## src/rtl/mc_ctrl_pkg.sv

```systemverilog
// Shared types and encodings for the handshaked multi-cycle MIPS controller.
// Holds the state enum, opcode/func constants, ALU/mux select codes and fault codes.
package mc_ctrl_pkg;

    typedef enum logic [3:0] {
        StFetch, StDecode, StMemAdr, StMemRd, StMemWb, StMemWr, StExR, StRwb,
        StExI, StIwb, StBeq, StJmp, StJal, StJr, StFault
    } state_e;

    localparam logic [5:0] OpRType = 6'b000000;
    localparam logic [5:0] OpLw    = 6'b100011;
    localparam logic [5:0] OpSw    = 6'b101011;
    localparam logic [5:0] OpAddi  = 6'b001000;
    localparam logic [5:0] OpSlti  = 6'b001010;
    localparam logic [5:0] OpAndi  = 6'b001100;
    localparam logic [5:0] OpBeq   = 6'b000100;
    localparam logic [5:0] OpJ     = 6'b000010;
    localparam logic [5:0] OpJal   = 6'b000011;

    localparam logic [5:0] FnAdd = 6'b100000;
    localparam logic [5:0] FnSub = 6'b100010;
    localparam logic [5:0] FnAnd = 6'b100100;
    localparam logic [5:0] FnOr  = 6'b100101;
    localparam logic [5:0] FnSlt = 6'b101010;
    localparam logic [5:0] FnJr  = 6'b001000;

    localparam logic [2:0] AluAdd = 3'b010;
    localparam logic [2:0] AluSub = 3'b110;
    localparam logic [2:0] AluAnd = 3'b000;
    localparam logic [2:0] AluOr  = 3'b001;
    localparam logic [2:0] AluSlt = 3'b111;

    localparam logic [1:0] PcAlu    = 2'b00;
    localparam logic [1:0] PcAluOut = 2'b01;
    localparam logic [1:0] PcJump   = 2'b10;
    localparam logic [1:0] PcRegA   = 2'b11;

    localparam logic [1:0] SrcBReg   = 2'b00;
    localparam logic [1:0] SrcBFour  = 2'b01;
    localparam logic [1:0] SrcBImm   = 2'b10;
    localparam logic [1:0] SrcBImmSh = 2'b11;

    localparam logic [1:0] FaultNone    = 2'b00;
    localparam logic [1:0] FaultTimeout = 2'b01;
    localparam logic [1:0] FaultIllegal = 2'b10;

    // States whose exit back to FETCH completes an instruction.
    function automatic logic is_terminal(state_e s);
        return s inside {StMemWb, StMemWr, StRwb, StIwb, StBeq, StJmp, StJal, StJr};
    endfunction

endpackage

```

## src/rtl/mc_ctrl_hs_if.sv

```systemverilog
// Controller <-> datapath/memory bundle: IR fields and mem_ready in, control strobes out.
// master = controller side, slave = datapath/memory side.
interface mc_ctrl_hs_if #(
    parameter int unsigned RETIRE_W = 32
);
    logic [5:0]          opcode;
    logic [5:0]          func;
    logic                mem_ready;
    logic [2:0]          AluOperation;
    logic [1:0]          PCSrc;
    logic [1:0]          AluSrcB;
    logic                AluSrcA, RegDst, RegWrite, MemToReg, link, IRWrite, IorD;
    logic                MemRead, MemWrite, PCWrite, PCWriteCond, branch;
    logic [RETIRE_W-1:0] retired;
    logic                fault;
    logic [1:0]          fault_code;

    modport master (
        input  opcode, func, mem_ready,
        output AluOperation, PCSrc, AluSrcB, AluSrcA, RegDst, RegWrite, MemToReg, link,
               IRWrite, IorD, MemRead, MemWrite, PCWrite, PCWriteCond, branch,
               retired, fault, fault_code
    );

    modport slave (
        output opcode, func, mem_ready,
        input  AluOperation, PCSrc, AluSrcB, AluSrcA, RegDst, RegWrite, MemToReg, link,
               IRWrite, IorD, MemRead, MemWrite, PCWrite, PCWriteCond, branch,
               retired, fault, fault_code
    );
endinterface

```

## src/rtl/mc_alu_dec.sv

```systemverilog
// ALU operation decode from opcode/func; flags R-type funcs the ALU does not implement.
module mc_alu_dec
    import mc_ctrl_pkg::*;
(
    input  logic [5:0] opcode_i,
    input  logic [5:0] func_i,
    output logic [2:0] alu_op_o,
    output logic       illegal_func_o
);

    always_comb begin
        alu_op_o       = AluAdd;
        illegal_func_o = 1'b0;
        case (opcode_i)
            OpRType: begin
                case (func_i)
                    FnAdd:   alu_op_o = AluAdd;
                    FnSub:   alu_op_o = AluSub;
                    FnAnd:   alu_op_o = AluAnd;
                    FnOr:    alu_op_o = AluOr;
                    FnSlt:   alu_op_o = AluSlt;
                    default: illegal_func_o = 1'b1;
                endcase
            end
            OpSlti:  alu_op_o = AluSlt;
            OpAndi:  alu_op_o = AluAnd;
            OpBeq:   alu_op_o = AluSub;
            default: alu_op_o = AluAdd;
        endcase
    end

endmodule

```

## src/rtl/mc_ctrl_hs.sv

```systemverilog
// Multi-cycle MIPS controller with mem_ready handshake, retire counter and sticky fault trap.
// Define MC_TIMEOUT_EN to add the memory wait counter and timeout fault (code 01).
module mc_ctrl_hs
    import mc_ctrl_pkg::*;
#(
    parameter int unsigned MEM_TIMEOUT = 16,
    parameter int unsigned RETIRE_W    = 32
) (
    input logic          clk,
    input logic          rst,
    mc_ctrl_hs_if.master ctrl_io
);

    state_e              state_q, state_d;
    logic [1:0]          fault_code_q, fault_code_d;
    logic [RETIRE_W-1:0] retired_q, retired_d;
    logic [2:0]          dec_alu_op;
    logic                illegal_func;
    logic                in_mem;
    logic                timeout;

    mc_alu_dec u_alu_dec (
        .opcode_i      (ctrl_io.opcode),
        .func_i        (ctrl_io.func),
        .alu_op_o      (dec_alu_op),
        .illegal_func_o(illegal_func)
    );

    assign in_mem = state_q inside {StFetch, StMemRd, StMemWr};

`ifdef MC_TIMEOUT_EN
    localparam logic [15:0] WaitMax = 16'(MEM_TIMEOUT - 1);
    logic [15:0] wait_q, wait_d;

    // Leaving a memory state, or any completion, clears the count.
    assign wait_d  = (in_mem && !ctrl_io.mem_ready) ? wait_q + 16'd1 : 16'd0;
    assign timeout = in_mem && !ctrl_io.mem_ready && (wait_q == WaitMax);

    always_ff @(posedge clk or negedge rst) begin
        if (!rst) wait_q <= 16'd0;
        else      wait_q <= wait_d;
    end
`else
    logic unused_timeout;
    assign unused_timeout = ^MEM_TIMEOUT;
    assign timeout        = 1'b0;
`endif

    always_ff @(posedge clk or negedge rst) begin
        if (!rst) begin
            state_q      <= StFetch;
            fault_code_q <= FaultNone;
            retired_q    <= '0;
        end else begin
            state_q      <= state_d;
            fault_code_q <= fault_code_d;
            retired_q    <= retired_d;
        end
    end

    always_comb begin
        state_d      = state_q;
        fault_code_d = fault_code_q;
        unique case (state_q)
            StFetch: if (ctrl_io.mem_ready) state_d = StDecode;
            StDecode: begin
                case (ctrl_io.opcode)
                    OpRType: begin
                        if (ctrl_io.func == FnJr) state_d = StJr;
                        else if (illegal_func)    state_d = StFault;
                        else                      state_d = StExR;
                    end
                    OpLw, OpSw:             state_d = StMemAdr;
                    OpAddi, OpSlti, OpAndi: state_d = StExI;
                    OpBeq:                  state_d = StBeq;
                    OpJ:                    state_d = StJmp;
                    OpJal:                  state_d = StJal;
                    default:                state_d = StFault;
                endcase
                if (state_d == StFault) fault_code_d = FaultIllegal;
            end
            StMemAdr: state_d = (ctrl_io.opcode == OpSw) ? StMemWr : StMemRd;
            StMemRd:  if (ctrl_io.mem_ready) state_d = StMemWb;
            StMemWr:  if (ctrl_io.mem_ready) state_d = StFetch;
            StExR:    state_d = StRwb;
            StExI:    state_d = StIwb;
            StMemWb, StRwb, StIwb, StBeq, StJmp, StJal, StJr: state_d = StFetch;
            StFault:  state_d = StFault;
            default:  state_d = StFetch;
        endcase
        // timeout only fires without mem_ready, so it never competes with a completion
        if (timeout) begin
            state_d      = StFault;
            fault_code_d = FaultTimeout;
        end
    end

    assign retired_d = (is_terminal(state_q) && state_d == StFetch) ?
                       retired_q + RETIRE_W'(1) : retired_q;

    always_comb begin
        ctrl_io.AluOperation = 3'b000;
        ctrl_io.PCSrc        = PcAlu;
        ctrl_io.AluSrcB      = SrcBReg;
        ctrl_io.AluSrcA      = 1'b0;
        ctrl_io.RegDst       = 1'b0;
        ctrl_io.RegWrite     = 1'b0;
        ctrl_io.MemToReg     = 1'b0;
        ctrl_io.link         = 1'b0;
        ctrl_io.IRWrite      = 1'b0;
        ctrl_io.IorD         = 1'b0;
        ctrl_io.MemRead      = 1'b0;
        ctrl_io.MemWrite     = 1'b0;
        ctrl_io.PCWrite      = 1'b0;
        ctrl_io.PCWriteCond  = 1'b0;
        ctrl_io.branch       = 1'b0;
        unique case (state_q)
            StFetch: begin
                ctrl_io.MemRead      = 1'b1;
                ctrl_io.AluSrcB      = SrcBFour;
                ctrl_io.AluOperation = AluAdd;
                ctrl_io.IRWrite      = ctrl_io.mem_ready;
                ctrl_io.PCWrite      = ctrl_io.mem_ready;
            end
            StDecode: begin
                ctrl_io.AluSrcB      = SrcBImmSh;
                ctrl_io.AluOperation = AluAdd;
            end
            StMemAdr: begin
                ctrl_io.AluSrcA      = 1'b1;
                ctrl_io.AluSrcB      = SrcBImm;
                ctrl_io.AluOperation = AluAdd;
            end
            StMemRd: begin
                ctrl_io.IorD    = 1'b1;
                ctrl_io.MemRead = 1'b1;
            end
            StMemWb: begin
                ctrl_io.RegWrite = 1'b1;
                ctrl_io.MemToReg = 1'b1;
            end
            StMemWr: begin
                ctrl_io.IorD     = 1'b1;
                ctrl_io.MemWrite = 1'b1;
            end
            StExR: begin
                ctrl_io.AluSrcA      = 1'b1;
                ctrl_io.AluOperation = dec_alu_op;
            end
            StRwb: begin
                ctrl_io.RegWrite = 1'b1;
                ctrl_io.RegDst   = 1'b1;
            end
            StExI: begin
                ctrl_io.AluSrcA      = 1'b1;
                ctrl_io.AluSrcB      = SrcBImm;
                ctrl_io.AluOperation = dec_alu_op;
            end
            StIwb: ctrl_io.RegWrite = 1'b1;
            StBeq: begin
                ctrl_io.AluSrcA      = 1'b1;
                ctrl_io.AluOperation = AluSub;
                ctrl_io.PCWriteCond  = 1'b1;
                ctrl_io.branch       = 1'b1;
                ctrl_io.PCSrc        = PcAluOut;
            end
            StJmp: begin
                ctrl_io.PCWrite = 1'b1;
                ctrl_io.PCSrc   = PcJump;
            end
            StJal: begin
                ctrl_io.PCWrite  = 1'b1;
                ctrl_io.PCSrc    = PcJump;
                ctrl_io.RegWrite = 1'b1;
                ctrl_io.link     = 1'b1;
            end
            StJr: begin
                ctrl_io.PCWrite = 1'b1;
                ctrl_io.PCSrc   = PcRegA;
            end
            default: ;
        endcase
    end

    assign ctrl_io.retired    = retired_q;
    assign ctrl_io.fault      = (state_q == StFault);
    assign ctrl_io.fault_code = fault_code_q;

endmodule

```

## src/flat_wrapper.sv

```systemverilog
// flat-port wrapper written by rule: the top's interface ports become plain ports
module mc_ctrl_hs_flat import mc_ctrl_pkg::*;
#(
    parameter int unsigned MEM_TIMEOUT = 16,
    parameter int unsigned RETIRE_W    = 32
)
  (clk, rst, ctrl_io_opcode, ctrl_io_func, ctrl_io_mem_ready, ctrl_io_AluOperation, ctrl_io_PCSrc, ctrl_io_AluSrcB, ctrl_io_AluSrcA, ctrl_io_RegDst, ctrl_io_RegWrite, ctrl_io_MemToReg, ctrl_io_link, ctrl_io_IRWrite, ctrl_io_IorD, ctrl_io_MemRead, ctrl_io_MemWrite, ctrl_io_PCWrite, ctrl_io_PCWriteCond, ctrl_io_branch, ctrl_io_retired, ctrl_io_fault, ctrl_io_fault_code);
  mc_ctrl_hs_if #(.RETIRE_W(RETIRE_W)) ctrl_io_i ();
  input logic clk;
  input logic rst;
  input wire logic [$bits(ctrl_io_i.opcode)-1:0] ctrl_io_opcode;
  input wire logic [$bits(ctrl_io_i.func)-1:0] ctrl_io_func;
  input wire logic [$bits(ctrl_io_i.mem_ready)-1:0] ctrl_io_mem_ready;
  output wire logic [$bits(ctrl_io_i.AluOperation)-1:0] ctrl_io_AluOperation;
  output wire logic [$bits(ctrl_io_i.PCSrc)-1:0] ctrl_io_PCSrc;
  output wire logic [$bits(ctrl_io_i.AluSrcB)-1:0] ctrl_io_AluSrcB;
  output wire logic [$bits(ctrl_io_i.AluSrcA)-1:0] ctrl_io_AluSrcA;
  output wire logic [$bits(ctrl_io_i.RegDst)-1:0] ctrl_io_RegDst;
  output wire logic [$bits(ctrl_io_i.RegWrite)-1:0] ctrl_io_RegWrite;
  output wire logic [$bits(ctrl_io_i.MemToReg)-1:0] ctrl_io_MemToReg;
  output wire logic [$bits(ctrl_io_i.link)-1:0] ctrl_io_link;
  output wire logic [$bits(ctrl_io_i.IRWrite)-1:0] ctrl_io_IRWrite;
  output wire logic [$bits(ctrl_io_i.IorD)-1:0] ctrl_io_IorD;
  output wire logic [$bits(ctrl_io_i.MemRead)-1:0] ctrl_io_MemRead;
  output wire logic [$bits(ctrl_io_i.MemWrite)-1:0] ctrl_io_MemWrite;
  output wire logic [$bits(ctrl_io_i.PCWrite)-1:0] ctrl_io_PCWrite;
  output wire logic [$bits(ctrl_io_i.PCWriteCond)-1:0] ctrl_io_PCWriteCond;
  output wire logic [$bits(ctrl_io_i.branch)-1:0] ctrl_io_branch;
  output wire logic [$bits(ctrl_io_i.retired)-1:0] ctrl_io_retired;
  output wire logic [$bits(ctrl_io_i.fault)-1:0] ctrl_io_fault;
  output wire logic [$bits(ctrl_io_i.fault_code)-1:0] ctrl_io_fault_code;
  assign ctrl_io_i.opcode = ctrl_io_opcode;
  assign ctrl_io_i.func = ctrl_io_func;
  assign ctrl_io_i.mem_ready = ctrl_io_mem_ready;
  assign ctrl_io_AluOperation = ctrl_io_i.AluOperation;
  assign ctrl_io_PCSrc = ctrl_io_i.PCSrc;
  assign ctrl_io_AluSrcB = ctrl_io_i.AluSrcB;
  assign ctrl_io_AluSrcA = ctrl_io_i.AluSrcA;
  assign ctrl_io_RegDst = ctrl_io_i.RegDst;
  assign ctrl_io_RegWrite = ctrl_io_i.RegWrite;
  assign ctrl_io_MemToReg = ctrl_io_i.MemToReg;
  assign ctrl_io_link = ctrl_io_i.link;
  assign ctrl_io_IRWrite = ctrl_io_i.IRWrite;
  assign ctrl_io_IorD = ctrl_io_i.IorD;
  assign ctrl_io_MemRead = ctrl_io_i.MemRead;
  assign ctrl_io_MemWrite = ctrl_io_i.MemWrite;
  assign ctrl_io_PCWrite = ctrl_io_i.PCWrite;
  assign ctrl_io_PCWriteCond = ctrl_io_i.PCWriteCond;
  assign ctrl_io_branch = ctrl_io_i.branch;
  assign ctrl_io_retired = ctrl_io_i.retired;
  assign ctrl_io_fault = ctrl_io_i.fault;
  assign ctrl_io_fault_code = ctrl_io_i.fault_code;
  mc_ctrl_hs #(.MEM_TIMEOUT(MEM_TIMEOUT), .RETIRE_W(RETIRE_W)) u_core (.clk(clk), .rst(rst), .ctrl_io(ctrl_io_i));
endmodule
```

## config.mk

```make
export PLATFORM = sky130hd
export DESIGN_NAME = mc_ctrl_hs_flat
export DESIGN_NICKNAME = d
export VERILOG_FILES = /design/src/rtl/mc_ctrl_pkg.sv /design/src/rtl/mc_ctrl_hs_if.sv /design/src/rtl/mc_alu_dec.sv /design/src/rtl/mc_ctrl_hs.sv /design/src/flat_wrapper.sv
export SDC_FILE = /design/constraint.sdc
export NUM_CORES = 1
export LEC_CHECK = 0
export CAP_MARGIN = 10
export CORE_MARGIN = 5
export CORE_UTILIZATION = 50
export CTS_CLUSTER_DIAMETER = 50
export DETAILED_ROUTE_END_ITERATION = 12
export PLACE_DENSITY = 0.85
export SYNTH_ARGS = -nofsm -noshare
export SYNTH_HDL_FRONTEND = slang
export SYNTH_HIERARCHICAL = 1
export SYNTH_SLANG_ARGS = --single-unit
```

## constraint.sdc

```tcl
create_clock -name clk -period 4.9 [get_ports clk]
set_input_delay 0.98 -clock clk [delete_from_list [all_inputs] [get_ports clk]]
set_output_delay 0.98 -clock clk [all_outputs]
set_load 0.02 [all_outputs]
```

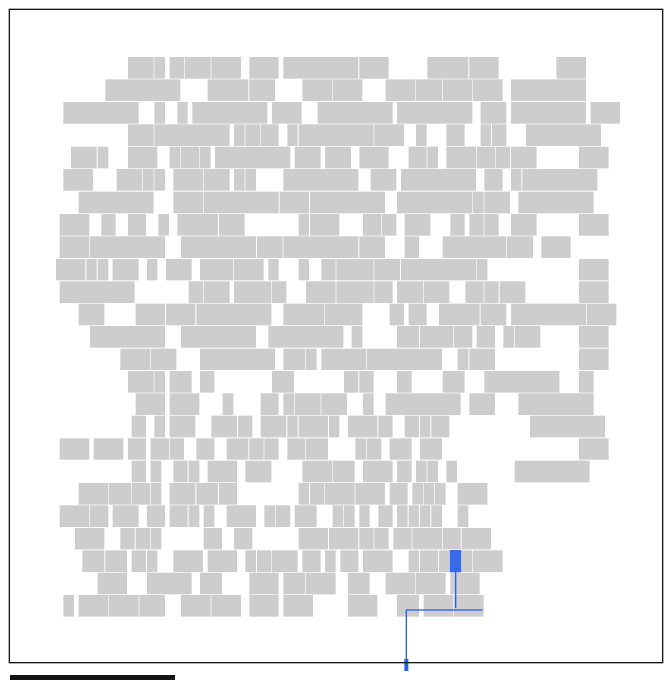
*Nets reached from selected ports*
The bar under the picture is 20 µm long.
colour	port	direction	edge	end cells	buffers	wire
blue	ctrl_io_link	output	bottom	1	1	19.9 µm
# port buffers: 67
Top Ports: 69

==> results.json <==
{
  "crit_path_max_fanout": 11,
  "place_congestion": 0.834,
  "setup_violations": 0,
  "cts_root_buf": "clkbuf_8",
  "crit_start": "ctrl_io_opcode[0]",
  "placementRows": 25,
  "flop_area_um2": 926,
  "globalRouteMet2Util_pct": 30.7,
  "routed_wl_um": 5740,
  "final.period_utilization_pct": 88.8,
  "yosys_cells": 270,
  "fa_ha_area_share_pct": 0.524,
  "maxSlewHeadroom_pct": 46.4,
  "comb_share_pct": 43.5,
  "crit_end": "ctrl_io_AluOperation[1]",
  "yosysChipArea_mm2": 0.00239,
  "yosysTopAreaCell": "dfrtp_1",
  "leakage_nw": 1.32,
  "clk_pin_slew_ns": 0.08,
  "total_power_mw": 1.21,
  "warnings": 26,
  "top_power_group": "combinational logic",
  "async_flop_share_pct": 100,
  "largest_cell_class": "multi-input combinational cells",
  "r2r-end": "u_core/ctrl_io.retired[10]",
  "ys.flops": 37,
  "min_to": "u_core/ctrl_io.retired[31]",
  "nets": 346,
  "postSynthCellCount": 270,
  "vias_per_cell": 5.58,
  "rrSetupSlack_ns": 2.77,
  "ir_worst_vdd_v": 0.000271,
  "synth.distinct_cells": 53,
  "synthTopLogicFamily": "simple AND/OR/NAND/NOR gates",
  "drc_errors": 0,
  "syn-cell-area_mm2": 0.00239,
  "most_common_cell": "dfrtp_1",
  "core_mm2": 0.00469,
  "clk_path_buf_depth": 2,
  "min_from": "u_core/ctrl_io.retired[31]",
  "chipArea_mm2": 0.00626,
  "ys_warn_count": 6,
  "ys_sh_simple_pct": 32.5,
  "synth.area.mux_share_pct": 1.78,
  "finalHoldViolCount": 0,
  "rsz0062_at_grt": "no",
  "die_y_um": 79.1,
  "grt_use_met3_pct": 6.12,
  "h-tree-depth": 2,
  "power_frac_seq_pct": 36.4,
  "antenna_found_initial": 0,
  "wl_met1_um": 2490,
  "logic_gates": 211,
  "hold_path_class": "reg -> reg",
  "wire_per_inst_um": 14.9,
  "swShare_pct": 41.3,
  "final.setup.worst_slack_ns": 0.551,
  "hold_path_depth": 1,
  "comb_area_mm2": 0.00137,
  "combinationalPower_mw": 0.569,
  "power.share.clock_pct": 16.7,
  "n_tap_cell": 54,
  "max_stage_delay_ns": 0.60,
  "seq_cell_count": 37,
  "fp-utilization_pct": 50.9,
  "grt_first_pass_wirelength_um": 9380,
  "cpMaxStageDelayCell": "clkdlybuf4s50_1",
  "r2r-start": "u_core/state_q[2]",
  "dpl.hpwl_um": 4170,
  "met1_usage_pct": 23.4,
  "synth-main-ff-cell": "dfrtp_1",
  "vias": 2149,
  "xor_share_pct": 12.1,
  "nClkBuffers": 5,
  "whs_ns": 0.476,
  "placed_cell_area_mm2": 0.00305,
  "first_iter_violations": 155,
  "hold_buffers": 0,
  "common_cells": "dfrtp_1 (37), nor2_1 (33), nand2_1 (26)",
  "combPwrFrac_pct": 46.9,
  "cts_tree": "done",
  "placed_cells": 377,
  "final_antenna_net_count": 0,
  "status": "finished clean",
  "fmax_mhz": 230,
  "power.switching_mw": 0.502,
  "drv_cap": 0,
  "cts-resized-gates": 0,
  "path_cells": "clkdlybuf4s50_1 > or3_1 > or3_1 > inv_1 > o21ai_0 > a2bb2oi_1 > o22ai_1 > clkdlybuf4s50_1",
  "cts_made_buffers": 5,
  "busiest_layer": "met2",
  "layout_min_cycle_time_ns": 4.35,
  "grt_pass1_vias": 2005,
  "fill_cells": 401,
  "cp.arrival_ns": 3.37,
  "p_int_mw": 0.713,
  "signal_buffers": 67,
  "drive_gt1_share_pct": 7.55,
  "overflow": 0,
  "wl_met2_um": 2910,
  "chipWidth_um": 79.1,
  "tns_ns": 0,
  "first_pass_iters": 4,
  "fp_nets": 286,
  "nonClkBufAreaFrac_pct": 21.2,
  "postCtsSetupRepairBufs": 0,
  "crit_type": "in -> out",
  "synth_top_area_share_pct": 38.8,
  "clk_share_pct": 2.75,
  "ys_sh_aoi_pct": 10.1,
  "reg2regPathDepth": 5,
  "top_layer": "met4",
  "layout-area-overhead-vs-synth_pct": 31.6,
  "skew_ns": 0.00923,
  "grt_max_degree": 38,
  "slew_violations": 0
}
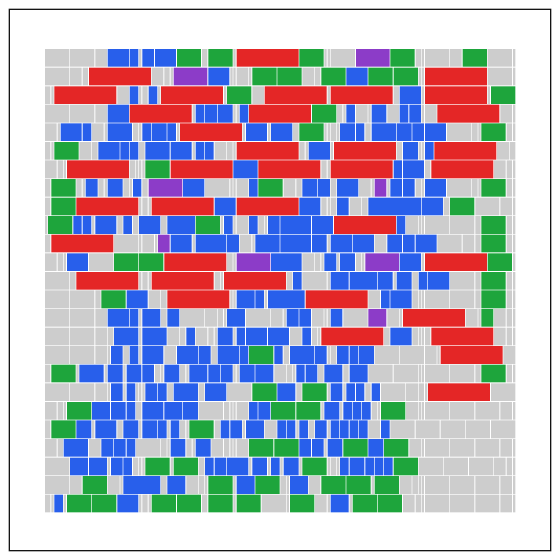
*Cell classes on the final placement*
Fill, decap, tap and diode cells in grey.
colour	class	cells	share of their area
blue	remaining logic cells	219	45%
purple	clock drivers and dummy loads	8	2.8%
red	registers	37	30%
green	remaining buffers and delay cells	67	22%
post-layout util: 66.9%
Seq area share: 29.5%

## worst max-delay path: cells and delay by family
kind / cells / cell delay, ns
buf+inv: 3 / 1.24
simple gates: 2 / 0.81
compound gates: 3 / 0.35
## layout by cell type, fill, tap and decap left out, types with 3 or more instances in the layout
cell type        count
a21oi_1              7
and3_1               6
clkbuf_8             5
clkdlybuf4s50_1     66
dfrtp_1             37
inv_1                8
nand2_1             26
nand2b_1             5
nand3_1             14
nand3b_1             4
nand4_1              7
nor2_1              33
nor2b_1              3
nor3_1               8
nor3_2               4
nor3b_1              5
o21ai_0              8
or3_1                3
xnor2_1             20
xor2_1              13
## state kept, by name, indices dropped and copies added (netlist names)
register                   cells
u_core/ctrl_io.fault_code      1
u_core/state_q                 4
u_core/ctrl_io.retired        32
